Fig. 1: metal 1
(6 px per µm) Supply wires on this layer in gray.
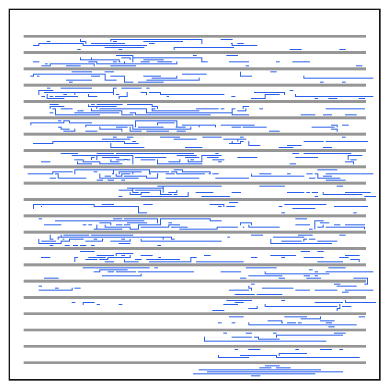
Fig. 2: signal wires on met2
(4 px per µm) Cells faint in the background.
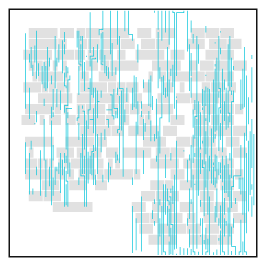
Fig. 3: met3 routing
(6 px per µm)
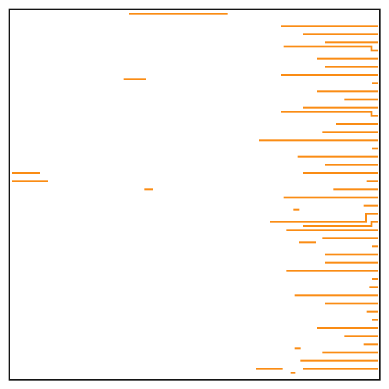
[config.mk]
export PLATFORM = sky130hd
export DESIGN_NAME = systolic_inject_ctrl
export DESIGN_NICKNAME = d
export VERILOG_FILES = /design/src/rtl/systolic_inject_ctrl.sv
export SDC_FILE = /design/constraint.sdc
export NUM_CORES = 1
export LEC_CHECK = 0
export ABC_CLOCK_PERIOD_IN_PS = 1750
export CAP_MARGIN = 20
export CORE_MARGIN = 2
export CORE_UTILIZATION = 33
export DETAILED_ROUTE_END_ITERATION = 8
export PLACE_DENSITY = 0.79
export SKIP_CTS_REPAIR_TIMING = 1
export SYNTH_ARGS = -nofsm -noshare
export SYNTH_HDL_FRONTEND = slang
export SYNTH_SLANG_ARGS = --single-unit
[constraint.sdc]
create_clock -name clk -period 1.75 [get_ports clk]
set_input_delay 0.175 -clock clk [delete_from_list [all_inputs] [get_ports clk]]
set_output_delay 0.175 -clock clk [all_outputs]
set_load 0.01 [all_outputs]
[src/rtl/systolic_inject_ctrl.sv]
// Tile sequencer for the systolic array injection front end: load, inject, drain,
// then stream result rows over a valid/ready handshake.
module systolic_inject_ctrl #(
    parameter int unsigned N            = 32,
    parameter int unsigned INJ_DEPTH    = 64,
    parameter int unsigned DRAIN_CYCLES = 32,
    localparam int unsigned RowW        = (N > 1) ? $clog2(N) : 1
) (
    input  logic            clk,
    input  logic            rst,
    input  logic            start,
    input  logic            acc_clear_req,
    output logic            ready,
    output logic            busy,
    output logic            done,
    output logic            fifo_load,
    output logic            fifo_read_en,
    input  logic [2*N-1:0]  fifo_complete,
    output logic            array_en,
    output logic            acc_clear,
    output logic            res_valid,
    input  logic            res_ready,
    output logic [RowW-1:0] res_row,
    output logic            err
);

    localparam int unsigned CntMax = (INJ_DEPTH > DRAIN_CYCLES) ? INJ_DEPTH : DRAIN_CYCLES;
    localparam int unsigned CntW   = (CntMax > 1) ? $clog2(CntMax) : 1;

    localparam logic [CntW-1:0] InjLast   = CntW'(INJ_DEPTH - 1);
    localparam logic [CntW-1:0] DrainLast = CntW'(DRAIN_CYCLES - 1);
    localparam logic [RowW-1:0] RowLast   = RowW'(N - 1);

    typedef enum logic [2:0] {StIdle, StLoad, StInject, StDrain, StOutput} state_e;

    state_e            state_q, state_d;
    logic [CntW-1:0]   cnt_q, cnt_d;
    logic [RowW-1:0]   row_q, row_d;
    logic              acc_clr_q, acc_clr_d;
    logic              err_q, err_d;
    logic              done_q, done_d;

    always_ff @(posedge clk) begin
        if (rst) begin
            state_q   <= StIdle;
            cnt_q     <= '0;
            row_q     <= '0;
            acc_clr_q <= 1'b0;
            err_q     <= 1'b0;
            done_q    <= 1'b0;
        end else begin
            state_q   <= state_d;
            cnt_q     <= cnt_d;
            row_q     <= row_d;
            acc_clr_q <= acc_clr_d;
            err_q     <= err_d;
            done_q    <= done_d;
        end
    end

    always_comb begin
        state_d   = state_q;
        cnt_d     = cnt_q;
        row_d     = row_q;
        acc_clr_d = acc_clr_q;
        err_d     = err_q;
        done_d    = 1'b0;
        case (state_q)
            StIdle: begin
                if (start) begin
                    acc_clr_d = acc_clear_req;
                    err_d     = 1'b0;
                    state_d   = StLoad;
                end
            end
            StLoad: begin
                cnt_d   = '0;
                state_d = StInject;
            end
            StInject: begin
                if (cnt_q == InjLast) begin
                    cnt_d   = '0;
                    state_d = StDrain;
                end else begin
                    cnt_d = cnt_q + CntW'(1);
                end
            end
            StDrain: begin
                // Completion flags only matter on the first drain cycle.
                if (cnt_q == '0 && !(&fifo_complete)) begin
                    err_d = 1'b1;
                end
                if (cnt_q == DrainLast) begin
                    row_d   = '0;
                    state_d = StOutput;
                end else begin
                    cnt_d = cnt_q + CntW'(1);
                end
            end
            StOutput: begin
                if (res_ready) begin
                    if (row_q == RowLast) begin
                        row_d   = '0;
                        done_d  = 1'b1;
                        state_d = StIdle;
                    end else begin
                        row_d = row_q + RowW'(1);
                    end
                end
            end
            default: state_d = StIdle;
        endcase
    end

    always_comb begin
        ready        = (state_q == StIdle);
        busy         = (state_q != StIdle);
        fifo_load    = (state_q == StLoad);
        acc_clear    = (state_q == StLoad) && acc_clr_q;
        fifo_read_en = (state_q == StInject);
        array_en     = (state_q == StInject) || (state_q == StDrain);
        res_valid    = (state_q == StOutput);
        res_row      = row_q;
        err          = err_q;
        done         = done_q;
    end

endmodule
==> impl_metrics.env <==
# flow metrics
export IMPL_status="completed"
export IMPL_synthFlopType="dfxtp_1"
export IMPL_syn_nets=199
export IMPL_fin_tns_setup_ns=0
export IMPL_io_pins=83
export IMPL_simple_gate_share=0.401
export IMPL_syn_to_final_growth_pct=87.7
export IMPL_wl_met1_mm=1.57
export IMPL_switchingPower_uw=244
export IMPL_drtIter0Drc=25
export IMPL_tightest_slew_ns=0.320
export IMPL_signal_buffers=88
export IMPL_routed_via_density=5.10
export IMPL_largest_reg_flops=6
export IMPL_crit_chain="ha_1 > buf_4 > and4_1 > a21oi_2 > mux2i_1 > nor2_1"
export IMPL_nets=288
export IMPL_maxUsedRoutingLayer="met4"
export IMPL_p_int_uw=681
export IMPL_pre_cts_ws_ns=0.113
export IMPL_fill_cells=279
export IMPL_cp_end_kind="flip-flop"
export IMPL_cp_num_cells=6
export IMPL_ant_nets=0
export IMPL_ys_top_logic_family="simple AND/OR/NAND/NOR gates"
export IMPL_clk_share=0.0134
export IMPL_layout_top_cells="76 x clkdlybuf4s50_1, 18 x nand4_1, 14 x dfxtp_1, 11 x nand2_1, 9 x nor2_1"
export IMPL_ys_sh_xor=0.0482
export IMPL_portBuffers=82
export IMPL_power_total_uw=925
export IMPL_ys_seq_share=0.312
export IMPL_floorplan_core_util=0.352
export IMPL_dp_cells=254
export IMPL_pwr_share_clk=0.234
export IMPL_finalWirelength_mm=4.21
export IMPL_async_reset_ff_frac=0
export IMPL_inv_count=4
export IMPL_synthCells=126
export IMPL_warning_count=27
export IMPL_hpwl_mm=3.61
export IMPL_relSlewSlack=0.785
export IMPL_numCtsBuffers=3
export IMPL_met2_wirelength_mm=2.15
export IMPL_clock_path_buffers=2
export IMPL_endpoint="cnt_q[1]"
export IMPL_hold_violations=0
export IMPL_seq_area_um2=349
export IMPL_ff_count=17
export IMPL_busiest_layer="met2"
export IMPL_yosys_stat_cells=126
export IMPL_edf_count=0
export IMPL_maxCapViolations=0
## Picture notes: Fig. 1
longest straight run: 22.5 µm
main direction: horizontal

## Picture notes: Fig. 2
main direction: vertical
longest straight run: 32.3 µm
share of all routed wire: 51%
wire length on this layer: 2150 µm

## Picture notes: Fig. 3
longest straight run: 19.5 µm
main direction: horizontal

